==> src/rtl/sort_loader.sv <==
// Serial-to-parallel frame loader feeding the odd-even transposition sorter.
// States: FILL collect elements | PAD fill tail slots | SORT start held | RELEASE wait sort_valid low
module sort_loader #(
  parameter int                   BIT_WIDTH = 8,
  parameter int                   SEQ_WIDTH = 16,
  parameter int                   CNT_WIDTH = 5,
  parameter logic [BIT_WIDTH-1:0] PAD_VALUE = '1
) (
  input  logic                           clk,
  input  logic                           reset,
  input  logic [BIT_WIDTH-1:0]           s_data,
  input  logic                           s_valid,
  output logic                           s_ready,
  input  logic                           s_last,
  output logic [BIT_WIDTH*SEQ_WIDTH-1:0] in,
  output logic                           start,
  input  logic                           sort_valid,
  output logic [CNT_WIDTH-1:0]           count,
  output logic                           busy
);

  localparam int IDX_W = $clog2(SEQ_WIDTH);

  typedef enum logic [1:0] {
    ST_FILL    = 2'd0,
    ST_PAD     = 2'd1,
    ST_SORT    = 2'd2,
    ST_RELEASE = 2'd3
  } state_e;

  state_e                 state_q, state_d;
  logic [CNT_WIDTH-1:0]   count_q, count_d;
  logic                   armed_q, armed_d;
  logic                   start_q, start_d;
  logic                   busy_q, busy_d;
  logic [BIT_WIDTH-1:0]   slot_q [SEQ_WIDTH];
  logic [BIT_WIDTH-1:0]   slot_d [SEQ_WIDTH];

  assign s_ready = (state_q == ST_FILL) && !reset;

  always_comb begin
    state_d = state_q;
    count_d = count_q;
    armed_d = armed_q;
    slot_d  = slot_q;
    case (state_q)
      ST_FILL: begin
        if (s_valid && s_ready) begin
          slot_d[count_q[IDX_W-1:0]] = s_data;
          count_d = count_q + 1'b1;
          if (count_q == CNT_WIDTH'(SEQ_WIDTH - 1)) begin
            state_d = ST_SORT;
            armed_d = 1'b0;
          end else if (s_last) begin
            state_d = ST_PAD;
          end
        end
      end
      ST_PAD: begin
        for (int k = 0; k < SEQ_WIDTH; k++) begin
          if (k >= int'(count_q)) slot_d[k] = PAD_VALUE;
        end
        state_d = ST_SORT;
        armed_d = 1'b0;
      end
      ST_SORT: begin
        // First SORT cycle never completes, so a stale sort_valid is ignored.
        if (armed_q && sort_valid) state_d = ST_RELEASE;
        else                       armed_d = 1'b1;
      end
      ST_RELEASE: begin
        if (!sort_valid) begin
          state_d = ST_FILL;
          count_d = '0;
        end
      end
      default: state_d = ST_FILL;
    endcase
    start_d = (state_d == ST_SORT);
    busy_d  = (state_d != ST_FILL);
  end

  always_ff @(posedge clk or posedge reset) begin
    if (reset) begin
      state_q <= ST_FILL;
      count_q <= '0;
      armed_q <= 1'b0;
      start_q <= 1'b0;
      busy_q  <= 1'b0;
      for (int k = 0; k < SEQ_WIDTH; k++) slot_q[k] <= '0;
    end else begin
      state_q <= state_d;
      count_q <= count_d;
      armed_q <= armed_d;
      start_q <= start_d;
      busy_q  <= busy_d;
      slot_q  <= slot_d;
    end
  end

  for (genvar k = 0; k < SEQ_WIDTH; k++) begin : g_pack
    assign in[BIT_WIDTH*k +: BIT_WIDTH] = slot_q[k];
  end

  assign start = start_q;
  assign busy  = busy_q;
  assign count = count_q;

endmodule
==> config.mk <==
export PLATFORM = sky130hd
export DESIGN_NAME = sort_loader
export DESIGN_NICKNAME = d
export VERILOG_FILES = /design/src/rtl/sort_loader.sv
export SDC_FILE = /design/constraint.sdc
export NUM_CORES = 1
export LEC_CHECK = 0
export ABC_AREA = 1
export CELL_PAD_IN_SITES_DETAIL_PLACEMENT = 0
export CELL_PAD_IN_SITES_GLOBAL_PLACEMENT = 1
export CORE_UTILIZATION = 35
export CTS_CLUSTER_SIZE = 24
export DETAILED_ROUTE_END_ITERATION = 10
export PLACE_DENSITY_LB_ADDON = 0.1
export SYNTH_ARGS = -nofsm -noshare
export SYNTH_HDL_FRONTEND = slang
export SYNTH_SLANG_ARGS = --single-unit
==> constraint.sdc <==
create_clock -name clk -period 8.75 [get_ports clk]
set_input_delay 1.75 -clock clk [delete_from_list [all_inputs] [get_ports clk]]
set_output_delay 1.75 -clock clk [all_outputs]
set_load 0.03 [all_outputs]
==> impl_metrics.yaml <==
# synthesis and place-and-route metrics
cells_and_area:
  area_growth_pct: 35.2
  clock_buffers: 19
  bufAreaShareNonClock_pct: 16.9
  nets: 983
  comb_share_pct: 31.3
  clk_share_pct: 7.57
  comb_cells: 622
  final_cell_mix: "353 x nand2_1, 148 x clkdlybuf4s50_1, 138 x dfrtp_1, 111 x o21ai_0, 97 x nand3_1"
  largest_cell_class: "flip-flops and latches"
timing:
  finalCriticalPeriod_ps: 4800
  rsz0062_at_grt: "false"
  drv_slew: 0
  hold_violations: 0
  fin_skew_ps: 5.48
  post-route-period-util_pct: 54.8
  worst_pin_slew_ps: 1000
  fmax_mhz: 208
yosys:
  syn_area_per_cell_um2: 7.86
  synthTopCellsByCount: "353 x nand2_1, 138 x dfrtp_1, 111 x o21ai_0"
  ys_cells: 828
  synth.area.mux_share_pct: 0
  synth_area_um2: 6510
  ys.flop_type: "dfrtp_1"
worst_hold_path:
  hold-path-endpoint: "in[39]"
  worstHoldStart: "in[39]"
pwr:
  vdd_drop_max_mv: 0.199
  powerSeq_mw: 1.08
  p_sw_mw: 1.58
  power_frac_comb_pct: 47.5
  p_clk_mw: 0.815
  swShare_pct: 43.9
  power_frac_seq_pct: 29.9
routing:
  antenna_left: 0
  highest_layer: "met4"
  firstDrtPassIters: 8
  wl_met1_um: 9570
  met2_length_um: 9470
  drc_errors: 16
outcome:
  violations: "design-rule violations"
  outcome: "finished with violations"
worst_setup_path:
  cp_cell_sequence: "clkdlybuf4s50_1 -> nor2_1 -> clkdlybuf4s50_1"
  path_max_fanout: 3
  worstReg2RegEnd: "in[44]"
  startpoint: "reset"
  critical-path-slowest-cell: "clkdlybuf4s50_1"
  timing.critical_path.mode_cell: "clkdlybuf4s50_1"
  r2r_start: "state_q[0]"
clock_network:
  hold_buffers: 0
  cts_tree: "yes"
die:
  die_w_um: 138
  io_pins: 149
grt:
  grt_max_degree: 106
  use_met3_pct: 3.78
placed_design:
  gp_congestion: 0.862
job:
  cap_viol_max_count: 0
Fig. 1: placement density heat map
The die is cut into 14 by 14 equal tiles; white is low, dark blue is high, 0 to 100% covered.
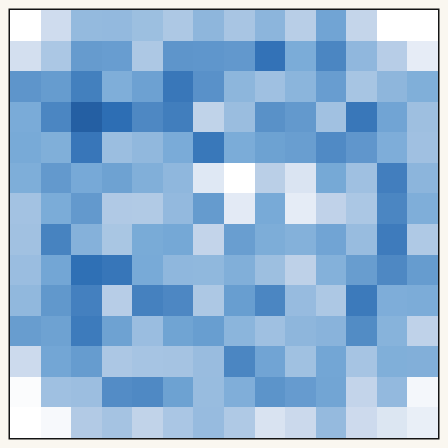
fullest tile = 81%
tiles over 75% full = 0.50%
mean over tiles = 45%
core box area: 18,100 um2
Starting Density: 36.0%

Fig. 2: a small window of the routed layout
Window x 94 to 114, y 94 to 114 um. Cells in gray, sequential cells in the stronger gray; small squares are vias.
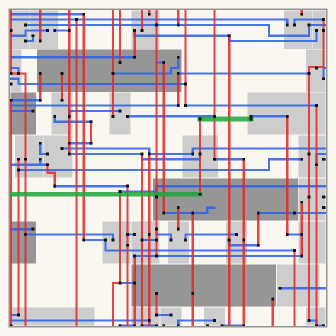
M3 -> green
M2 -> red
M1 -> blue
netlist names of flops here include = in (3)
most frequent = o21ai_0 (8), nand2_1 (4)
sequential cells in the window = 3
cells with their middle in the window = 21

Fig. 3: cell placement
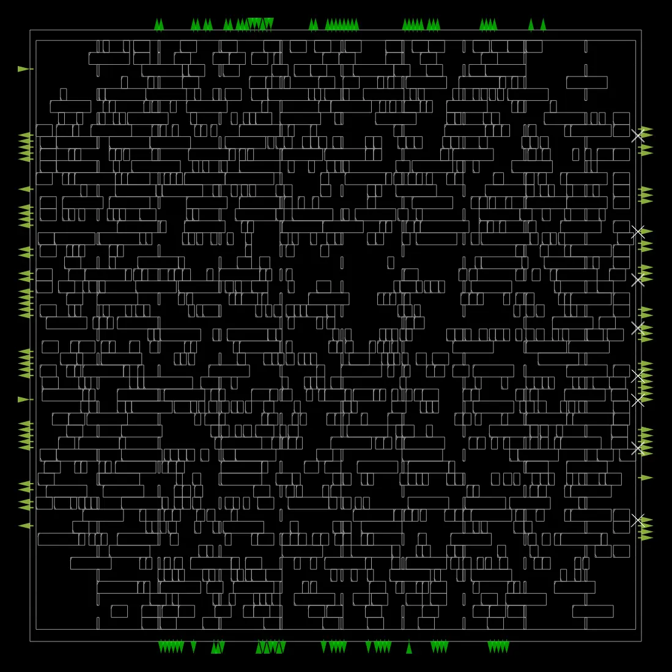
Seq area share: 39.3%
Seq cells: 138
number of cell rows: 49
fin util: 48.6%

No activity file was given, so power comes from the tool's default toggle rates.
